==> config.mk <==
export PLATFORM = sky130hd
export DESIGN_NAME = vend_ctrl_multi
export DESIGN_NICKNAME = d
export VERILOG_FILES = /design/src/rtl/vend_pkg.sv /design/src/rtl/vend_stock_bank.sv /design/src/rtl/vend_ctrl_multi.sv
export SDC_FILE = /design/constraint.sdc
export NUM_CORES = 1
export LEC_CHECK = 0
export CAP_MARGIN = 20
export CORE_MARGIN = 1
export CORE_UTILIZATION = 40
export DETAILED_ROUTE_END_ITERATION = 6
export GPL_TIMING_DRIVEN = 0
export SKIP_CTS_REPAIR_TIMING = 1
export SLEW_MARGIN = 20
export SYNTH_ARGS = -nofsm -noshare
export SYNTH_HDL_FRONTEND = slang
export SYNTH_SLANG_ARGS = --single-unit
==> constraint.sdc <==
create_clock -name clk -period 3.15 [get_ports clk]
set_clock_uncertainty 0.2 [all_clocks]
set_input_delay 0.315 -clock clk [delete_from_list [all_inputs] [get_ports clk]]
set_output_delay 0.315 -clock clk [all_outputs]
set_load 0.02 [all_outputs]
Fig. 1: run 1, wire density map
15 x 15 tiles, from dark blue (low) to red (high), scaled to the fullest tile. Values are wire area over tile area, all layers added.
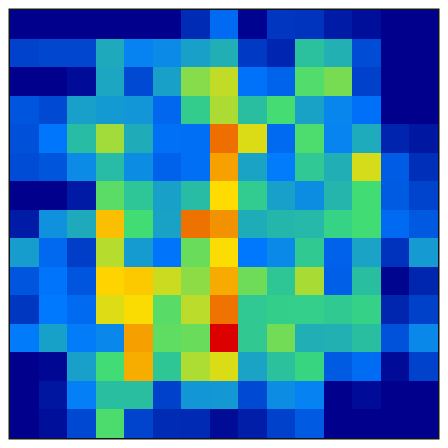
mean over tiles	0.12
densest ninth of the die	center
tiles over half the peak	20%
fullest tile	0.40
nearly empty tiles	14%
WL final: 4846 um
DR WL/cell: 13.93 um
vias: 1,731

Fig. 2: run 1, the metal 1 layer
Scale bar: 20 um. Supply wires on this layer in gray.
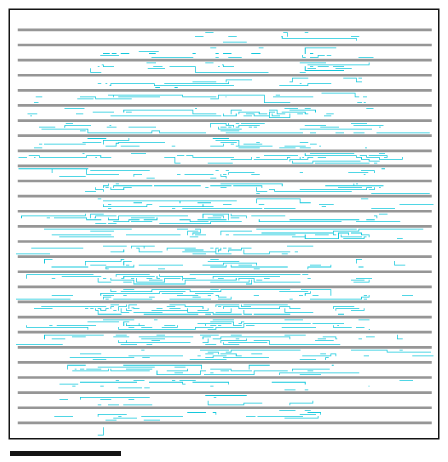
main direction	horizontal
nets with wire on the layer	283
met1 GRT Util: 0.2370

Fig. 3: run 1, congestion heat map
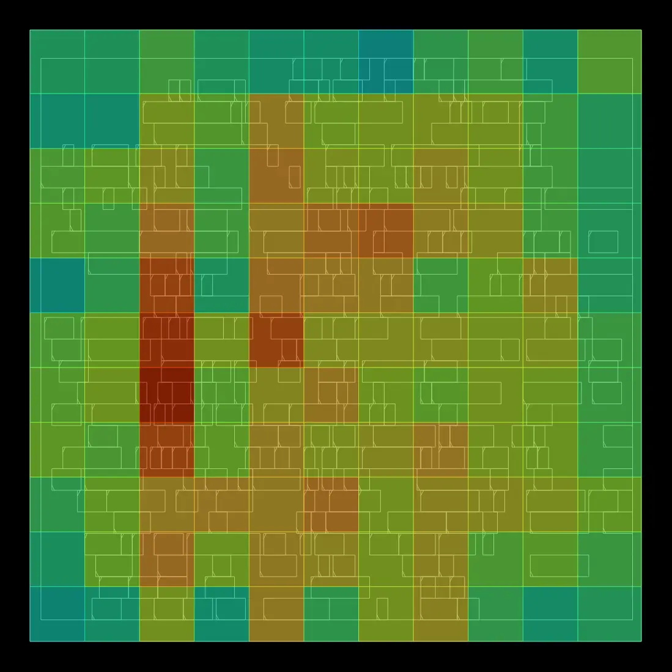
routing usage on met2: 0.2813
Total GRT Usage: 0.1743
Finished Core Util: 0.5463
GR Util met3: 0.03214

Fig. 4: run 1, met2 routing
Cells faint in the background.
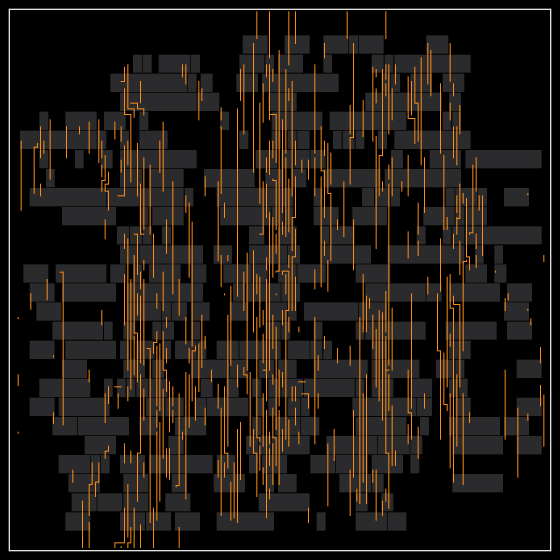
share of all routed wire	47%
main direction	vertical
nets with wire on the layer	246
wire length on this layer	2,270 um
longest straight run	31.4 um

==> CHANGELOG.md, run 1 <==
### Changed

* Status: complete, but fails checks
* Failing checks: negative setup slack
* Std-Cell Rows at 26
* Power Dens Cells at 571.8 nW/um^2
* DR DRC count at 0
* Worst reg-to-reg path cell count at 15
* Crit end category: register
* Filler cells at 510
* Mapped cell area at 2251 um^2
* Leakage Power at 1.175 nW
* Bufs and invs on worst path at 3
* Die Wd at 77.02 um
* Fin Setup TNS at -0.1652 ns
* Register share after synthesis at 0.4091
* Syn Nets at 266
* CP Data Arrival Time at 3.25 ns
* Die Y at 77.02 um
* Final HPWL from detailed placement at 3703 um
* Final hold slack at 0.1208 ns
* TritonCTS clock tree: built
* Yosys Instances at 234
* Yosys reg bits at 38
* CTS Buf Count at 5
* Peak supply drop at 0.4421 mV
* Setup-failing EPs final at 2
* IO buf count at 30
* FFs w/ async S/R, synth at 0
* CTS Root Cell: clkbuf_8
* Worst setup margin at -0.1239 ns
* Clock slew at reported path FFs at 0.08 ns
* CP cell instances: inv_2 > ha_4 > buf_8 > o21a_4 > o211a_1 > ha_4 > fa_2 > xnor2_2 > inv_2 > ha_4 > nor4b_4 > o2111ai_2 > xor2_2 > o22ai_1 > a22o_1
* Place WS at -0.4988 ns
* CP required at 3.13 ns
## run 1: cells by family (layout without fill, tap and decap cells)
logic type,after synthesis,count (layout),share of synthesized area
flip-flops,38,38,0.4091
buffers and inverters,30,74,0.05169
multiplexers,6,6,0.03224
adder cells (fa/ha/maj),21,21,0.1234
AND-OR/OR-AND,37,37,0.1151
XOR/XNOR,15,15,0.06170
AND/OR/NAND/NOR,87,87,0.2068
## run 1: cells in the mapped netlist, types with 2 or more instances
| cell | n | area [um^2] |
|---|---|---|
| o21a_1 | 2 | 15.01 |
| a21o_1 | 2 | 15.01 |
| dfxtp_1 | 22 | 440.4 |
| xor2_1 | 4 | 35.03 |
| xnor2_1 | 10 | 87.58 |
| nor4b_1 | 2 | 17.52 |
| buf_2 | 3 | 15.01 |
| or3b_4 | 2 | 22.52 |
| nor3b_1 | 3 | 22.52 |
| nand3_1 | 5 | 25.02 |
| ha_1 | 19 | 237.7 |
| nor2_1 | 31 | 116.4 |
| nand4_1 | 3 | 18.77 |
| or3b_1 | 2 | 17.52 |
| nand2_1 | 14 | 52.55 |
| mux2i_1 | 5 | 50.05 |
| nand2b_1 | 4 | 25.02 |
| edfxtp_1 | 16 | 480.5 |
| a22oi_1 | 4 | 30.03 |
| and3_1 | 3 | 18.77 |
| a22o_1 | 2 | 17.52 |
| nor3_1 | 8 | 40.04 |
| nor2b_1 | 3 | 18.77 |
| o21ai_0 | 7 | 35.03 |
| fa_1 | 2 | 40.04 |
| a21oi_1 | 9 | 45.04 |
| inv_1 | 25 | 93.84 |
## run 1: where the power goes
group          leakage, nW  internal (mW)  switching (mW)
Combinational        0.784          0.294           0.336
Clock               0.0524          0.237           0.159
Sequential           0.339          0.569          0.0519
Total                 1.18           1.10           0.547
## run 1: stage by stage
step | area [um^2] | instances | util
global placement | 2698 | 334 | 0.5119
detailed placement | 2698 | 334 | 0.5119
floorplan | 2310 | 234 | -
CTS | 2804 | 342 | 0.5321
global route | 2879 | 348 | 0.5463
finish | 2879 | 348 | 0.5463
## run 1: routing by layer
layer	global-route usage	vias to the layer above	part of all wire
li1	-	898	-
met1	0.2370	811	0.51
met2	0.2813	20	0.47
met3	0.03214	2	0.018
met4	0.05094	0	0.0014
met5	0	-	0
## run 1: area by class of cell
| class | count | share of cell area |
|---|---|---|
| flip-flops and latches | 38 | 0.3216 |
| clock inverters | 1 | 0.01043 |
| plain buffers | 4 | 0.009996 |
| well taps | 70 | 0.03042 |
| inverters | 26 | 0.03390 |
| repair buffers | 36 | 0.1199 |
| multi-input cells | 166 | 0.4472 |
| clock buffers | 7 | 0.02651 |
==> run 2, diff against run 1 <==
--- a/config.mk
+++ b/config.mk
@@ -6,12 +6,11 @@
 export NUM_CORES = 1
 export LEC_CHECK = 0
 export CAP_MARGIN = 20
-export CORE_MARGIN = 1
 export CORE_UTILIZATION = 40
 export DETAILED_ROUTE_END_ITERATION = 6
 export GPL_TIMING_DRIVEN = 0
+export RECOVER_POWER = 50
 export SKIP_CTS_REPAIR_TIMING = 1
-export SLEW_MARGIN = 20
 export SYNTH_ARGS = -nofsm -noshare
 export SYNTH_HDL_FRONTEND = slang
 export SYNTH_SLANG_ARGS = --single-unit
==> CHANGELOG.md, run 2 <==
### Changed

* Std-Cell Rows at 26 (unchanged)
* Place WS at -0.4988 ns (unchanged)
* IO buf count at 30 (unchanged)
* Yosys Instances at 234 (unchanged)
* Fin Setup TNS at -0.1670 ns (-0.001753 ns)
* Yosys reg bits at 38 (unchanged)
* YS chip area at 2251 um^2
* Area share, top type at 0.2135 (unchanged)
* Setup-failing EPs final at 2 (unchanged)
* Worst setup SP type: register
* Clock slew at reported path FFs at 0.08 ns (about the same)
* Die Y at 77.02 um (unchanged)
* Gate Count Post-Synth at 234
* Top area cell types: edfxtp_1 21%, dfxtp_1 20%, ha_1 11%, nor2_1 5.2%, inv_1 4.2%
* Die Wd at 77.02 um (unchanged)
* Final HPWL from detailed placement at 3703 um (unchanged)
* Grt ovf at 0
* Crit end category: register
* Area leader, netlist: edfxtp_1
* FFs w/ async S/R, synth at 0 (unchanged)
* Synthesis-to-finish area growth at 27.90%
* CP required at 3.13 ns (about the same)
* Tool warnings at 32
* Syn Nets at 266 (unchanged)
* CTS Root Cell: clkbuf_8
* Largest buffer count on any clock path at 2
* Top-count cell post-synth: nor2_1
* Htree depth at 2
* TritonCTS clock tree: built
* CTS Buf Count at 5 (unchanged)
* Initial antenna violation count at 0
* Total GRT Usage at 0.1743 (unchanged)
* Number of vias per cell at 4.968
* Initial DRC Count at 70
* Filler cells at 510 (unchanged)
* CTS Sinks at 38
* Power Dens Cells at 570.7 nW/um^2 (-0.20%)
* Register share after synthesis at 0.4091 (unchanged)
* Worst reg-to-reg path cell count at 15 (unchanged)
* Status: complete, but fails checks
* Top cells by count: 31 x nor2_1, 25 x inv_1, 22 x dfxtp_1, 19 x ha_1, 16 x edfxtp_1
* Leakage Power at 1.233 nW (+5.0%)
* CP Data Arrival Time at 3.25 ns (about the same)
* Slew HR at 0.5770
* Global-route wire length before repair at 8093 um
* Peak supply drop at 0.4412 mV (-0.21%)
* Mapped cell area at 2251 um^2 (unchanged)
* Worst setup margin at -0.1248 ns (-0.0009070 ns)
* Failing checks: negative setup slack
* DR DRC count at 0 (unchanged)
[run 2: cell counts after synthesis]
Identical to the previous run, type by type.
[run 2: cell type report]
class / instances / area [um^2] / area share
Clock inverter: 1 / 30.03 / 0.01043
Clock buffer: 7 / 76.32 / 0.02651
Tap cell: 70 / 87.58 / 0.03042
Multi-Input combinational cell: 166 / 1287 / 0.4472
Sequential cell: 38 / 925.9 / 0.3216
Buffer: 4 / 28.78 / 0.009996
Inverter: 26 / 97.59 / 0.03390
Timing Repair Buffer: 36 / 345.3 / 0.1199
[run 2: cell families after synthesis]
family / share of synthesized area
AOI/OAI and AO/OA: 0.1151
xor gates and xnor gates: 0.06170
adders and majority gates: 0.1234
buffers and inverters: 0.05169
DFF: 0.4091
muxes: 0.03224
and+or+nand+nor: 0.2068
[run 2: worst max-delay path: stages (launching register included)]
cell and delay [ns]:
dfxtp_2 0.36, inv_2 0.06, ha_4 0.16, buf_8 0.12
o21a_4 0.20, o211a_1 0.15, ha_4 0.17, fa_2 0.37
xnor2_2 0.22, inv_2 0.09, ha_4 0.17, nor4b_4 0.24
o2111ai_2 0.20, xor2_2 0.18, o22ai_1 0.08, a22o_1 0.20
[run 2: stage by stage]
stage	util	total power, mW	instances	hold slack, ns	cell area [um^2]
finish	0.5463	1.643	348	0.1183	2879
global route	0.5463	1.745	348	0.1289	2879
CTS	0.5321	1.592	342	0.1097	2804
detailed placement	0.5119	1.190	334	0.2724	2698
global placement	0.5119	1.184	334	0.2652	2698
floorplan	-	1.030	234	0.1920	2310
[run 2: power by group]
part	switching, mW	internal, mW	leakage (nW)
logic	0.336	0.289	0.842
clock network	0.161	0.237	0.0524
registers	0.0513	0.569	0.339
total	0.548	1.09	1.23
[run 2: per-layer routing]
layer / vias to the layer above / global-route usage / wire (um)
li1: 897 / - / -
met3: 4 / 0.03214 / 110
met5: - / 0 / 0
met1: 805 / 0.2370 / 2464
met2: 23 / 0.2813 / 2237
met4: 0 / 0.05094 / 45
Fig. 5: run 2, wire density map
15 x 15 tiles, from dark blue (low) to red (high), scaled to the fullest tile. Values are wire area over tile area, all layers added.
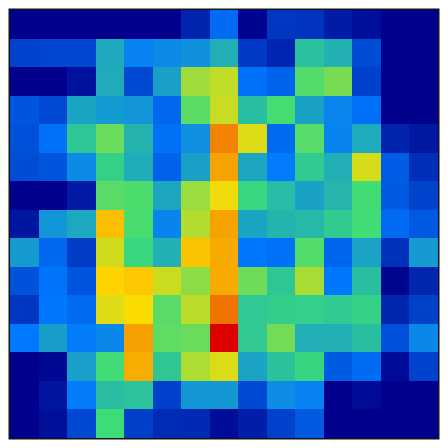
nearly empty tiles	14%
mean over tiles	0.13
tiles over half the peak	21%
DR WL/cell: 13.96 um
vias: 1,729
WL final: 4858 um

Fig. 6: run 2, congestion heat map
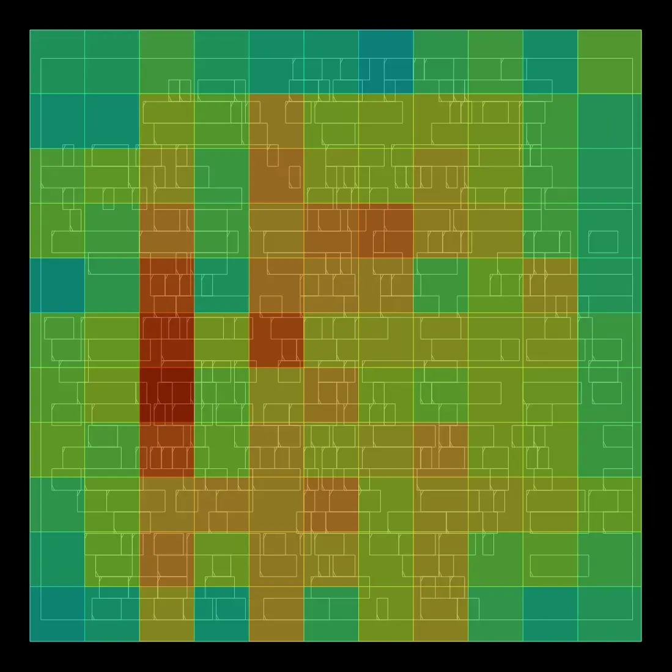
busiest grt layer: met2

Power figures rest on the tool's default switching activity, not on a simulated workload.
